`config.mk`:
```
export PLATFORM = sky130hd
export DESIGN_NAME = bus_wait_ctrl
export DESIGN_NICKNAME = d
export VERILOG_FILES = /design/src/rtl/bus_wait_ctrl.sv
export SDC_FILE = /design/constraint.sdc
export NUM_CORES = 1
export LEC_CHECK = 0
export CORE_MARGIN = 2
export CORE_UTILIZATION = 47
export DETAILED_ROUTE_END_ITERATION = 7
export GPL_TIMING_DRIVEN = 0
export PLACE_DENSITY = 0.84
export SYNTH_ARGS = -nofsm -noshare
export SYNTH_HDL_FRONTEND = slang
export SYNTH_SLANG_ARGS = --single-unit
```
`constraint.sdc`:
```
create_clock -name clk -period 6.96 [get_ports clk]
set_input_delay 2.088 -clock clk [delete_from_list [all_inputs] [get_ports clk]]
set_output_delay 2.088 -clock clk [all_outputs]
set_load 0.01 [all_outputs]
```
`src/rtl/bus_wait_ctrl.sv`:
```
// ---------------------------------------------------------------------------
// bus_wait_ctrl
//
// Bus-side companion of the cpu8080 core. It decodes each bus cycle into
// ROM/RAM chip selects, inserts a programmable number of wait states per
// region on READY, latches the cycle type, and records sticky error flags.
//
// State table
//   state     | meaning
//   ----------+---------------------------------------------------------
//   ST_IDLE   | no cycle in progress, READY high, waiting for a strobe
//   ST_WAIT   | wait states being inserted, READY held low
//   ST_ACTIVE | wait states done, holding until both strobes return high
//
// Ports
//   clk           in   system clock, rising edge
//   rst           in   asynchronous reset, active low
//   address_bus   in   CPU address [15:0]
//   IOMn          in   1 = I/O cycle, 0 = memory cycle
//   S0, S1        in   CPU status
//   RDn, WRn      in   read / write strobes, active low
//   rom_ready_in  in   READY from the ROM device
//   err_clr       in   synchronous clear of error flags and err_addr
//   rom_csn       out  ROM chip select, active low (combinational)
//   ram_csn       out  RAM chip select, active low (combinational)
//   ready         out  READY to the CPU
//   cycle_type    out  {IOMn,S1,S0} latched at cycle start
//   unmapped_err  out  sticky: memory cycle outside ROM and RAM
//   proto_err     out  sticky: RDn and WRn both low at a clock edge
//   err_addr      out  address of the first unmapped access
// ---------------------------------------------------------------------------
module bus_wait_ctrl #(
    parameter logic [7:0] ROM_PAGE = 8'h01,
    parameter logic [7:0] RAM_PAGE = 8'h00,
    parameter int unsigned ROM_WAIT = 2,
    parameter int unsigned RAM_WAIT = 0,
    parameter int unsigned UNM_WAIT = 1
) (
    input  logic        clk,
    input  logic        rst,
    input  logic [15:0] address_bus,
    input  logic        IOMn,
    input  logic        S0,
    input  logic        S1,
    input  logic        RDn,
    input  logic        WRn,
    input  logic        rom_ready_in,
    input  logic        err_clr,
    output logic        rom_csn,
    output logic        ram_csn,
    output logic        ready,
    output logic [2:0]  cycle_type,
    output logic        unmapped_err,
    output logic        proto_err,
    output logic [15:0] err_addr
);

    localparam logic [3:0] ROM_N = 4'(ROM_WAIT);
    localparam logic [3:0] RAM_N = 4'(RAM_WAIT);
    localparam logic [3:0] UNM_N = 4'(UNM_WAIT);

    typedef enum logic [1:0] {
        ST_IDLE   = 2'd0,
        ST_WAIT   = 2'd1,
        ST_ACTIVE = 2'd2
    } state_t;

    state_t     state, state_nxt;
    logic [3:0] cnt, cnt_nxt;
    logic       ready_q, ready_nxt;
    logic       rd_q, wr_q;

    logic       rom_hit, ram_hit;
    logic       start, strobe_idle;
    logic [3:0] region_wait;
    logic       unm_set, proto_set;

    // Region decode is purely combinational so the chip selects track the
    // address even while the block is held in reset.
    assign rom_hit = ~IOMn & (address_bus[15:8] == ROM_PAGE);
    assign ram_hit = ~IOMn & (address_bus[15:8] == RAM_PAGE);
    assign rom_csn = ~rom_hit;
    assign ram_csn = ~ram_hit;

    // A cycle starts on the first edge a strobe is seen low after both
    // strobes were high at the previous edge.
    assign start       = (~RDn | ~WRn) & rd_q & wr_q;
    assign strobe_idle = RDn & WRn;

    always_comb begin
        region_wait = UNM_N;
        if (rom_hit) begin
            region_wait = ROM_N;
        end else if (ram_hit) begin
            region_wait = RAM_N;
        end
    end

    assign unm_set   = start & ~IOMn & ~rom_hit & ~ram_hit;
    assign proto_set = ~RDn & ~WRn;

    // ROM device may stretch the cycle beyond the programmed wait states;
    // its READY is only honoured while ROM is selected.
    assign ready = ready_q & (rom_csn | rom_ready_in);

    always_ff @(posedge clk or negedge rst) begin
        if (!rst) begin
            rd_q <= 1'b1;
            wr_q <= 1'b1;
        end else begin
            rd_q <= RDn;
            wr_q <= WRn;
        end
    end

    always_ff @(posedge clk or negedge rst) begin
        if (!rst) begin
            state   <= ST_IDLE;
            cnt     <= 4'd0;
            ready_q <= 1'b1;
        end else begin
            state   <= state_nxt;
            cnt     <= cnt_nxt;
            ready_q <= ready_nxt;
        end
    end

    always_comb begin
        state_nxt = state;
        cnt_nxt   = cnt;
        ready_nxt = ready_q;
        case (state)
            ST_IDLE: begin
                ready_nxt = 1'b1;
                if (start) begin
                    if (region_wait == 4'd0) begin
                        state_nxt = ST_ACTIVE;
                    end else begin
                        cnt_nxt   = region_wait - 4'd1;
                        ready_nxt = 1'b0;
                        state_nxt = ST_WAIT;
                    end
                end
            end
            ST_WAIT: begin
                // An aborted cycle (strobes back high) takes priority over
                // finishing the count.
                if (strobe_idle) begin
                    ready_nxt = 1'b1;
                    cnt_nxt   = 4'd0;
                    state_nxt = ST_IDLE;
                end else if (cnt == 4'd0) begin
                    ready_nxt = 1'b1;
                    state_nxt = ST_ACTIVE;
                end else begin
                    cnt_nxt = cnt - 4'd1;
                end
            end
            ST_ACTIVE: begin
                ready_nxt = 1'b1;
                if (strobe_idle) begin
                    state_nxt = ST_IDLE;
                end
            end
            default: begin
                ready_nxt = 1'b1;
                cnt_nxt   = 4'd0;
                state_nxt = ST_IDLE;
            end
        endcase
    end

    always_ff @(posedge clk or negedge rst) begin
        if (!rst) begin
            cycle_type <= 3'b000;
        end else if ((state == ST_IDLE) && start) begin
            cycle_type <= {IOMn, S1, S0};
        end
    end

    // Error capture: a new error in the same cycle as err_clr wins, and in
    // that case err_addr takes the new address even if a flag was pending.
    always_ff @(posedge clk or negedge rst) begin
        if (!rst) begin
            unmapped_err <= 1'b0;
            err_addr     <= 16'h0000;
        end else if (unm_set) begin
            unmapped_err <= 1'b1;
            if (!unmapped_err || err_clr) begin
                err_addr <= address_bus;
            end
        end else if (err_clr) begin
            unmapped_err <= 1'b0;
            err_addr     <= 16'h0000;
        end
    end

    always_ff @(posedge clk or negedge rst) begin
        if (!rst) begin
            proto_err <= 1'b0;
        end else if (proto_set) begin
            proto_err <= 1'b1;
        end else if (err_clr) begin
            proto_err <= 1'b0;
        end
    end

endmodule

```
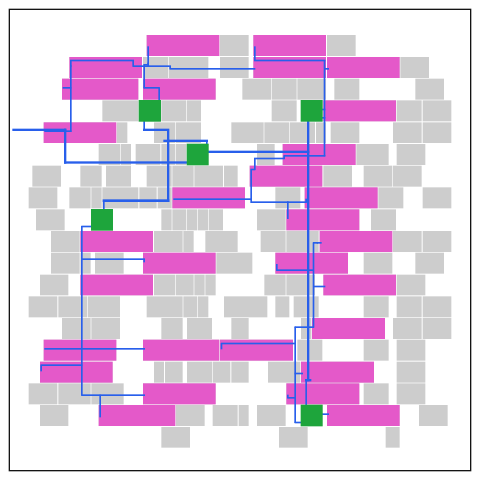
**Above:** clock wires, drivers and flops.
Drawn at 8 px/micron.
Key: clock-net drivers = green [count 5]; flip-flops = magenta [count 30]; clock wires = blue [length 326 microns]
There are 6 routed clock nets.

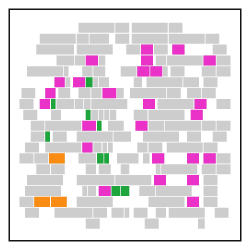
**Above:** gate-type map.
Drawn at 4 px/micron.
Key: mux cells = orange [cells 3]; nand cells = green [cells 9]; non-inverting ao/oa cells = magenta [cells 25]

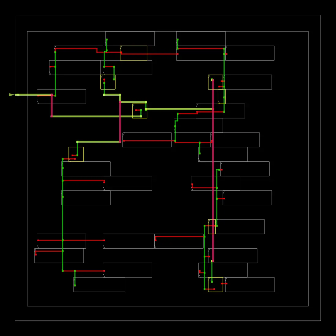
**Above:** the clock network.
clock buffers: 8
clk sink count: 30
Seq cells: 30
Latency at later pin: 0.32 ns
clock-net power: 105 uW

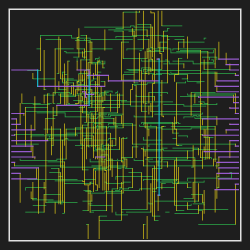
**Above:** routed metal, one colour a layer.
Drawn at 4 px/micron.
Key: M1 = green [wire length 1390 microns]; M2 = yellow [wire length 1390 microns]; M3 = purple [wire length 221 microns]; M4 = cyan [wire length 45.6 microns]

==> deck_impl_summary.md <==
Key Metrics from the Run

Critical path
  • R2R depth: 6
  • CP most frequent cell: clkdlybuf4s50_1
  • Worst r2r src: cnt[0]
  • Worst Path Buf+Inv: 2
  • WP data arrival: between 4 and 5 ns

Detailed routing
  • Vias: 1095
  • Post-DRT Antenna Nets: 0
  • Vias/cell: 5.64
  • Final wirelength: a little over 3 mm
  • Drt pass-1 iters: 4
  • 1st-iter DRT viols: 32

Layout
  • Cell area after layout: 1920 sq um
  • Combinational share of cell area: 0.277
  • Register Area: 754 sq um
  • Comb gates: 67
  • Number of diodes: 0
  • Sequential share of cell area: 0.393
  • Share of cells above drive strength 1: 0.153

Min path
  • Hold_sp: err_addr[14]
  • Cells on Worst Hold Path: 1

Floorplan
  • Die H: roughly 57 microns
  • Core footprint: between 2000 and 3000 sq um

STA
  • Least-Margin Pin Slew: 0.635 ns
  • Unrepaired setup endpoints after global routing: no
  • Final Max Tran Viols: 0
  • Crit path time final: 6.17 ns
  • F_max: 162 MHz
  • Relative slew slack: 0.577

Pwr
  • Psw: 147 uW
  • Clock group share of total power: 0.215
  • Peak VDD IR: 0.206 mV
  • PD cells: 254 nW/um^2

Run
  • Total of max-cap violations: 0

Clock network
  • Clock Tree Root: clkbuf_4
  • # Post-CTS Setup Buffers: 0
  • Total CTS buffers: 5

Place
  • Placed cell area: 1860 sq um

Synthesis
  • Aoi share: 0.215

Run status
  • Status: complete, no violations
synth_stat cells, drive strengths merged:
cell type / count
nand3: 2
a211oi: 1
clkbuf: 1
or3b: 1
ha: 2
or4: 2
dfrtp: 27
a2111oi: 1
a22o: 16
nand2: 5
o22ai: 1
a21bo: 1
a211o: 2
o2bb2ai: 1
nor4: 2
a21oi: 1
buf: 3
a21o: 2
or3: 2
o31a: 1
nand2b: 2
a21boi: 1
o21a: 2
a31oi: 1
dfstp: 3
nor3: 6
and4: 1
nor4b: 1
nor3b: 1
o32a: 1
and2: 2
nor2: 2
o31ai: 1
mux2: 3
inv: 6
cells by family after synthesis:
group                      count (synthesis)
adders and majority gates                  2
buffers and inverters                     10
AOI/OAI and AO/OA                         33
muxes                                      3
DFF                                       30
and+or+nand+nor                           29
per-layer routing:
metal,GRT usage,part of all wire
met4,0.0797,0.015
met2,0.360,0.46
met3,0.0567,0.073
met1,0.291,0.45
met5,0,0
registers in the layout, indices dropped and copies added (netlist names):
| signal | cells |
|---|---|
| err_addr | 16 |
| rd_q | 1 |
| unmapped_err | 1 |
| cycle_type | 3 |
| cnt | 4 |
| ready_q | 1 |
| wr_q | 1 |
| proto_err | 1 |
| state | 2 |
stage by stage:
| stage | cells | hold WS [ns] | power [uW] | worst slack (ns) |
|---|---|---|---|---|
| final | 194 | 0.511 | 488 | 0.785 |
| after global routing | 194 | 0.538 | 520 | 0.731 |
| after CTS | 194 | 0.516 | 493 | 0.807 |
| after detailed placement | 186 | 0.490 | 386 | 0.825 |
| after global placement | 186 | 0.487 | 376 | 0.841 |
| after floorplan | 107 | 0.486 | 314 | 1.77 |
Power is estimated from default activity; no workload was simulated.
